### src/rtl/maxpool_layer_sequencer_if.sv
//==============================================================================
// Module   : maxpool_layer_sequencer_if
// Brief    : Config, upstream/downstream AXI-Stream and status bundle for the
//            maxpool layer sequencer.
// Revision : 1.0 - initial release
//==============================================================================
`default_nettype none

interface maxpool_layer_sequencer_if #(
   parameter int DATA_WIDTH   = 256,
   parameter int COLS_WIDTH   = 10,
   parameter int BLOCKS_WIDTH = 10,
   parameter int CORES_WIDTH  = 8
);
   logic                    cfg_valid;
   logic                    cfg_ready;
   logic [COLS_WIDTH-1:0]   cfg_cols_m1;
   logic [BLOCKS_WIDTH-1:0] cfg_blocks_m1;
   logic [CORES_WIDTH-1:0]  cfg_cores_m1;
   logic                    cfg_pool_en;
   logic                    cfg_k3;

   logic                    s_axis_tvalid;
   logic                    s_axis_tready;
   logic [DATA_WIDTH-1:0]   s_axis_tdata;
   logic                    s_axis_tlast;

   logic                    m_axis_tvalid;
   logic                    m_axis_tready;
   logic [DATA_WIDTH-1:0]   m_axis_tdata;
   logic [5:0]              m_axis_tuser;
   logic                    m_axis_tlast;

   logic                    done;
   logic                    err_tlast;

   modport slave (
      input  cfg_valid, cfg_cols_m1, cfg_blocks_m1, cfg_cores_m1, cfg_pool_en, cfg_k3,
      output cfg_ready,
      input  s_axis_tvalid, s_axis_tdata, s_axis_tlast,
      output s_axis_tready,
      output m_axis_tvalid, m_axis_tdata, m_axis_tuser, m_axis_tlast,
      input  m_axis_tready,
      output done, err_tlast
   );

   modport master (
      output cfg_valid, cfg_cols_m1, cfg_blocks_m1, cfg_cores_m1, cfg_pool_en, cfg_k3,
      input  cfg_ready,
      output s_axis_tvalid, s_axis_tdata, s_axis_tlast,
      input  s_axis_tready,
      input  m_axis_tvalid, m_axis_tdata, m_axis_tuser, m_axis_tlast,
      output m_axis_tready,
      input  done, err_tlast
   );
endinterface

`default_nettype wire

### src/rtl/maxpool_layer_sequencer.sv
//==============================================================================
// Module   : maxpool_layer_sequencer
// Brief    : Per-layer pass-through controller generating tuser/tlast sideband
//            for the maxpool engine input stream.
// Revision : 1.0 - initial release
//==============================================================================
`default_nettype none

module maxpool_layer_sequencer #(
   parameter int DATA_WIDTH   = 256,
   parameter int COLS_WIDTH   = 10,
   parameter int BLOCKS_WIDTH = 10,
   parameter int CORES_WIDTH  = 8
) (
   input  wire logic                 aclk,
   input  wire logic                 areset,
   maxpool_layer_sequencer_if.slave  bus
);

   typedef enum logic [0:0] {
      S_IDLE = 1'b0,
      S_RUN  = 1'b1
   } state_t;

   state_t                  r_state;
   state_t                  w_state_nxt;

   logic [COLS_WIDTH-1:0]   r_cols_m1;
   logic [BLOCKS_WIDTH-1:0] r_blocks_m1;
   logic [CORES_WIDTH-1:0]  r_cores_m1;
   logic                    r_pool_en;
   logic                    r_k3;

   logic [COLS_WIDTH-1:0]   r_col;
   logic [BLOCKS_WIDTH-1:0] r_block;
   logic [CORES_WIDTH-1:0]  r_core;

   logic                    r_done;
   logic                    r_err_tlast;

   logic                    w_run;
   logic                    w_cfg_fire;
   logic                    w_fire;
   logic                    w_core_last;
   logic                    w_col_last;
   logic                    w_block_last;
   logic                    w_layer_last;
   logic [DATA_WIDTH-1:0]   w_data;

   assign w_run        = (r_state == S_RUN);
   assign w_cfg_fire   = (r_state == S_IDLE) && bus.cfg_valid;
   assign w_fire       = w_run && bus.s_axis_tvalid && bus.m_axis_tready;
   assign w_core_last  = (r_core  == r_cores_m1);
   assign w_col_last   = (r_col   == r_cols_m1);
   assign w_block_last = (r_block == r_blocks_m1);
   assign w_layer_last = w_core_last && w_col_last && w_block_last;

   // Sideband and data are gated in IDLE so nothing leaks out before a layer starts.
   assign w_data             = w_run ? bus.s_axis_tdata : '0;
   assign bus.cfg_ready      = (r_state == S_IDLE);
   assign bus.s_axis_tready  = w_run && bus.m_axis_tready;
   assign bus.m_axis_tvalid  = w_run && bus.s_axis_tvalid;
   assign bus.m_axis_tdata   = w_data;
   assign bus.m_axis_tlast   = w_run && w_layer_last;
   assign bus.m_axis_tuser   = w_run ? {r_k3, r_pool_en, w_block_last, (r_block == '0),
                                        w_col_last, (r_col == '0)} : 6'b0;
   assign bus.done           = r_done;
   assign bus.err_tlast      = r_err_tlast;

   always_ff @(posedge aclk) begin
      if (areset) begin
         r_state <= S_IDLE;
      end else begin
         r_state <= w_state_nxt;
      end
   end

   always_comb begin
      w_state_nxt = r_state;
      case (r_state)
         S_IDLE:  if (w_cfg_fire) w_state_nxt = S_RUN;
         S_RUN:   if (w_fire && w_layer_last) w_state_nxt = S_IDLE;
         default: w_state_nxt = S_IDLE;
      endcase
   end

   always_ff @(posedge aclk) begin
      if (areset) begin
         r_cols_m1   <= '0;
         r_blocks_m1 <= '0;
         r_cores_m1  <= '0;
         r_pool_en   <= 1'b0;
         r_k3        <= 1'b0;
         r_col       <= '0;
         r_block     <= '0;
         r_core      <= '0;
         r_done      <= 1'b0;
         r_err_tlast <= 1'b0;
      end else begin
         r_done <= 1'b0;
         if (w_cfg_fire) begin
            r_cols_m1   <= bus.cfg_cols_m1;
            r_blocks_m1 <= bus.cfg_blocks_m1;
            r_cores_m1  <= bus.cfg_cores_m1;
            r_pool_en   <= bus.cfg_pool_en;
            r_k3        <= bus.cfg_k3;
            r_err_tlast <= 1'b0;
         end
         if (w_fire) begin
            // Upstream tlast is only policed; the generated one drives sequencing.
            if (bus.s_axis_tlast != w_layer_last) begin
               r_err_tlast <= 1'b1;
            end
            if (w_layer_last) begin
               r_core  <= '0;
               r_col   <= '0;
               r_block <= '0;
               r_done  <= 1'b1;
            end else if (w_core_last) begin
               r_core <= '0;
               if (w_col_last) begin
                  r_col   <= '0;
                  r_block <= r_block + 1'b1;
               end else begin
                  r_col <= r_col + 1'b1;
               end
            end else begin
               r_core <= r_core + 1'b1;
            end
         end
      end
   end

endmodule

`default_nettype wire

### src/flat_wrapper.sv
// flat-port wrapper written by rule: the top's interface ports become plain ports
module maxpool_layer_sequencer_flat 
#(
   parameter int DATA_WIDTH   = 256,
   parameter int COLS_WIDTH   = 10,
   parameter int BLOCKS_WIDTH = 10,
   parameter int CORES_WIDTH  = 8
)
  (aclk, areset, bus_cfg_valid, bus_cfg_cols_m1, bus_cfg_blocks_m1, bus_cfg_cores_m1, bus_cfg_pool_en, bus_cfg_k3, bus_cfg_ready, bus_s_axis_tvalid, bus_s_axis_tdata, bus_s_axis_tlast, bus_s_axis_tready, bus_m_axis_tvalid, bus_m_axis_tdata, bus_m_axis_tuser, bus_m_axis_tlast, bus_m_axis_tready, bus_done, bus_err_tlast);
  maxpool_layer_sequencer_if #(.DATA_WIDTH(DATA_WIDTH), .COLS_WIDTH(COLS_WIDTH), .BLOCKS_WIDTH(BLOCKS_WIDTH), .CORES_WIDTH(CORES_WIDTH)) bus_i ();
  input  wire logic aclk;
  input  wire logic areset;
  input wire logic [$bits(bus_i.cfg_valid)-1:0] bus_cfg_valid;
  input wire logic [$bits(bus_i.cfg_cols_m1)-1:0] bus_cfg_cols_m1;
  input wire logic [$bits(bus_i.cfg_blocks_m1)-1:0] bus_cfg_blocks_m1;
  input wire logic [$bits(bus_i.cfg_cores_m1)-1:0] bus_cfg_cores_m1;
  input wire logic [$bits(bus_i.cfg_pool_en)-1:0] bus_cfg_pool_en;
  input wire logic [$bits(bus_i.cfg_k3)-1:0] bus_cfg_k3;
  output wire logic [$bits(bus_i.cfg_ready)-1:0] bus_cfg_ready;
  input wire logic [$bits(bus_i.s_axis_tvalid)-1:0] bus_s_axis_tvalid;
  input wire logic [$bits(bus_i.s_axis_tdata)-1:0] bus_s_axis_tdata;
  input wire logic [$bits(bus_i.s_axis_tlast)-1:0] bus_s_axis_tlast;
  output wire logic [$bits(bus_i.s_axis_tready)-1:0] bus_s_axis_tready;
  output wire logic [$bits(bus_i.m_axis_tvalid)-1:0] bus_m_axis_tvalid;
  output wire logic [$bits(bus_i.m_axis_tdata)-1:0] bus_m_axis_tdata;
  output wire logic [$bits(bus_i.m_axis_tuser)-1:0] bus_m_axis_tuser;
  output wire logic [$bits(bus_i.m_axis_tlast)-1:0] bus_m_axis_tlast;
  input wire logic [$bits(bus_i.m_axis_tready)-1:0] bus_m_axis_tready;
  output wire logic [$bits(bus_i.done)-1:0] bus_done;
  output wire logic [$bits(bus_i.err_tlast)-1:0] bus_err_tlast;
  assign bus_i.cfg_valid = bus_cfg_valid;
  assign bus_i.cfg_cols_m1 = bus_cfg_cols_m1;
  assign bus_i.cfg_blocks_m1 = bus_cfg_blocks_m1;
  assign bus_i.cfg_cores_m1 = bus_cfg_cores_m1;
  assign bus_i.cfg_pool_en = bus_cfg_pool_en;
  assign bus_i.cfg_k3 = bus_cfg_k3;
  assign bus_cfg_ready = bus_i.cfg_ready;
  assign bus_i.s_axis_tvalid = bus_s_axis_tvalid;
  assign bus_i.s_axis_tdata = bus_s_axis_tdata;
  assign bus_i.s_axis_tlast = bus_s_axis_tlast;
  assign bus_s_axis_tready = bus_i.s_axis_tready;
  assign bus_m_axis_tvalid = bus_i.m_axis_tvalid;
  assign bus_m_axis_tdata = bus_i.m_axis_tdata;
  assign bus_m_axis_tuser = bus_i.m_axis_tuser;
  assign bus_m_axis_tlast = bus_i.m_axis_tlast;
  assign bus_i.m_axis_tready = bus_m_axis_tready;
  assign bus_done = bus_i.done;
  assign bus_err_tlast = bus_i.err_tlast;
  maxpool_layer_sequencer #(.DATA_WIDTH(DATA_WIDTH), .COLS_WIDTH(COLS_WIDTH), .BLOCKS_WIDTH(BLOCKS_WIDTH), .CORES_WIDTH(CORES_WIDTH)) u_core (.aclk(aclk), .areset(areset), .bus(bus_i));
endmodule
### config.mk
export PLATFORM = sky130hd
export DESIGN_NAME = maxpool_layer_sequencer_flat
export DESIGN_NICKNAME = d
export VERILOG_FILES = /design/src/rtl/maxpool_layer_sequencer_if.sv /design/src/rtl/maxpool_layer_sequencer.sv /design/src/flat_wrapper.sv
export SDC_FILE = /design/constraint.sdc
export NUM_CORES = 1
export LEC_CHECK = 0
export CAP_MARGIN = 5
export CELL_PAD_IN_SITES_DETAIL_PLACEMENT = 0
export CELL_PAD_IN_SITES_GLOBAL_PLACEMENT = 1
export CORE_AREA = 5 5 217 219
export CTS_BUF_LIST = sky130_fd_sc_hd__clkbuf_4 sky130_fd_sc_hd__clkbuf_8 sky130_fd_sc_hd__clkbuf_16
export DETAILED_ROUTE_END_ITERATION = 10
export DIE_AREA = 0 0 222 224
export PLACE_DENSITY_LB_ADDON = 0.1
export RECOVER_POWER = 100
export SETUP_SLACK_MARGIN = 0.5
export SYNTH_ARGS = -nofsm -noshare
export SYNTH_HDL_FRONTEND = slang
export SYNTH_SLANG_ARGS = --single-unit
### constraint.sdc
create_clock -name aclk -period 2.2 [get_ports aclk]
set_clock_uncertainty 0.1 [all_clocks]
set_input_delay 0.55 -clock aclk [delete_from_list [all_inputs] [get_ports aclk]]
set_output_delay 0.55 -clock aclk [all_outputs]
set_load 0.01 [all_outputs]
==> CHANGELOG.md <==
### Physical design

- Final Hold Slack: around 0.36 ns
- Worst-margin pin slew: around 0.45 ns
- Drt total wl: 46.71 mm
- Setup WS pre-CTS: -0.4349 ns
- H-tree depth: 3
- Layout net count: 1665
- Commonest Layout Cell: buf_6
- Clock slew at reported path FFs: 0.06 ns
- Sw frac: about 29%
- Detailed Routing Iterations Pass 1: 4
- Tmin final: ~2.5 ns
- Syn Area/Cell: roughly 7.2 µm²
- DRC Markers: 0
- Mapped Area: 4658 µm²
- WP data required: 1.55 ns
- Initial antenna violation count: 20
- FILL cells: ~4700
- IO Pins: between 500 and 600
- Max Freq: around 400 MHz
- Final Hold Fails: 0
- Largest net degree at the start of global routing: 29
- Comb area leader: simple AND/OR/NAND/NOR gates
- Ys cells: 645
- CTS sink cnt: slightly above 60
- Max Cap Viol: 0
- #FFs+latches synth: between 60 and 70
- Cells after DPL: 1823
- Post-DP HPWL: roughly 37 mm
- Slew Viols, Final: 0
- Sw Pwr: 1630 µW
- Outcome: finished, violations left
- CP endpoint kind: output port
- Top cells excl fill/tap: buf_6, clkdlybuf4s50_1, and2_4
- Vias in the first global route: 7478
- Worst setup margin: -0.3299 ns
- RSZ-0062 raised after global routing: yes
- CTS tree: built
- Total gr overflow: 0
- Synth unique cells: 37
- Adder Share, Synth: 1.343%
- Gate power share: 55.9%
- First-pass GRT wire length: 61.93 mm
- Vias: 7267
- YS chip area: 4658 µm²
- Starting Density: 10.38%
- Internal: 3901 µW
- Worst-path fanout max: 4
- Net Count, Synth: 942
- Failing checks: negative setup slack
- OpenROAD warnings: 31
- Share of layout cells above drive strength 1: around 63%
- Simple-gate share of the synthesized area: 51.76%
- Pwr per Cell Area: between 300 and 400 nW/µm²
- Die W: 222 µm
- AO/OA Area Share: 9.106%
- Peak supply drop: 0.0002712 V
- Vias per cell: 3.666
- DRT antenna net count: 0
- MUX area fraction: 0%
- Port bufs: 559
- Clock power share: 23.0%
- Layout area overhead: 235.9%
- CP startpoint kind: flip-flop
- CTS root buffer: clkbuf_16
- Finished Layout Cells: 1982
- Clock buffer depth: 2
- Leakage power: 0.006899 µW
- Relative slew slack: about 70%
- DP Area: 11420 µm²
- Die height: 224 µm
- Post-route design area: 15650 µm²
- Synth Instances: between 600 and 700
- Hold Buf Count CTS: 0
- Ys Warns: 0
- CP Class: flip-flop to output port
- Clk ins delay skew pair: 0.32 ns
- Synth Seq Share: 26.22%
- CTS buffer count: 9
- Crit share post-route: 115.0%
- Reg power frac: 21.1%
- Die area: 49730 µm²
- Initial DRC Count: 191
- XOR-XNOR Cells, Area Fraction: 6.581%
- Critical Path AT: 1.88 ns
- Final GP Congestion: 0.9018
- Core region area: 44890 µm²
- Final setup viols: 240
- Hold Crit Class: flip-flop to flip-flop
- Rows: ~78
critical path, stage by stage, from the launching register on:
cell and delay (ns):
dfxtp_4 0.36, xor2_2 0.14, nor4_2 0.30, nand4_1 0.16
buf_6 0.17, nor4_4 0.23, buf_4 0.18
cell type report:
cell class                      instances  area, µm²  area share, %
Antenna cell                           11      27.53         0.1759
Inverter                                9      36.28         0.2319
Sequential cell                        61       1251          7.997
Clock buffer                           11      240.2          1.535
Clock inverter                          3      15.01        0.09596
Tap cell                              600      750.7          4.798
Timing Repair Buffer                  760       8957          57.25
Multi-Input combinational cell        527       4368          27.92
per-layer routing:
metal  share of wire, %  track usage (%)  vias to the layer above
li1                   -                -                     3575
met1                 37            19.35                     3385
met2                 52            31.37                      250
met3                8.5            7.090                       43
met4                1.7            4.414                       14
met5               0.21                0                        -
power groups by stage:
stage / registers, µW / clock network (µW) / logic (µW)
after global placement: 1190 / 0 / 1920
after detailed placement: 1190 / 0 / 1910
final: 1170 / 1270 / 3090
after floorplan: 1180 / 0 / 587
after global routing: 1170 / 1350 / 3270
after CTS: 1170 / 1320 / 2760
what timing repair did:
action                                 in CTS  in global routing
buffers inserted                           71                 23
gates resized                            1511                364
endpoints found under the hold margin       0                  0
setup endpoints to repair                 329                327
pin swaps                                  40                 41
cloned                                     38                  2
worst paths after layout:
kind | end | cells past startpoint | slack (ns) | start
min reg2reg | u_core.r_k3 | 2 | 0.36 | u_core.r_k3
min | u_core.r_k3 | 2 | 0.36 | u_core.r_k3
max reg2reg | u_core.r_block[9] | 9 | -0.26 | u_core.r_state
max | bus_m_axis_tlast | 6 | -0.33 | u_core.r_col[2]
kinds of logic after synthesis:
group	after synthesis
xor gates and xnor gates	35
adders and majority gates	5
buffers and inverters	57
AOI/OAI and AO/OA	73
DFF	61
and+or+nand+nor	414
synthesized netlist by cell type, drive strengths merged:
library cell  number  area, µm²
ha                 5      62.56
or3b               1      8.760
or4b               2      20.02
inv                9      33.78
and2             260       1627
nor2b              1      6.260
dfxtp             61       1221
o211ai             1      7.510
o21ba              1      10.01
o21a               1      7.510
xnor2              5      43.79
xor2              30      262.8
nand3b             1      7.510
and3               6      37.54
a21oi             50      250.2
and4               3      26.28
o31ai             12      103.9
nand3              9      50.05
nor4              12      87.58
or3                5      31.28
nand2             77      289.0
or4               13      97.59
nand4             10      68.81
clkbuf            43      162.7
nor2              13      48.80
a31oi              1      6.260
o41ai              1      8.760
o21ai              6      30.03
buf                5      36.28
nor3               1      5.000
state kept, by name, summed over array words and instances, names as in the netlist:
register	cells
u_core.bus.done	1
u_core.r_core	8
u_core.r_k3	1
u_core.r_cores_m1	8
u_core.r_blocks_m1	10
u_core.r_pool_en	1
u_core.r_state	1
u_core.r_cols_m1	10
u_core.r_block	10
u_core.r_col	10
u_core.bus.err_tlast	1
stage by stage:
stage	setup TNS, ns	power [µW]
final	-19.72	5530
after global routing	-40.90	5783
after detailed placement	-38.47	3105
after global placement	-37.79	3107
after floorplan	0	1772
after CTS	-9.687	5243
==> images/congestion_map.png <==
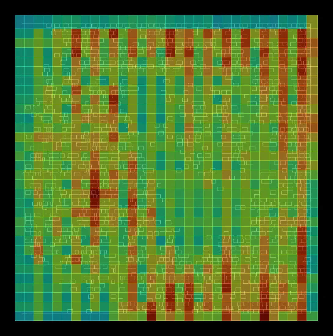
GRT Overall Usage: 17.49%
met2 Usage GRT: 31.37%
Top Usage Layer GRT: met2
final cell utilization of the core: 34.85%
WL/cell: 23.57 µm

==> images/port_trees.png <==
(1 px per µm)
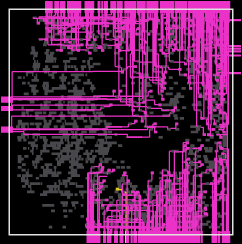
| color | port | direction | end cells | buffers | wire |
|---|---|---|---|---|---|
| magenta | bus_s_axis_tdata | input | 256 | 256 | 14900 µm |
| yellow | bus_m_axis_tvalid | output | 1 | 1 | 49.1 µm |

Power and IR drop assume default switching activity.
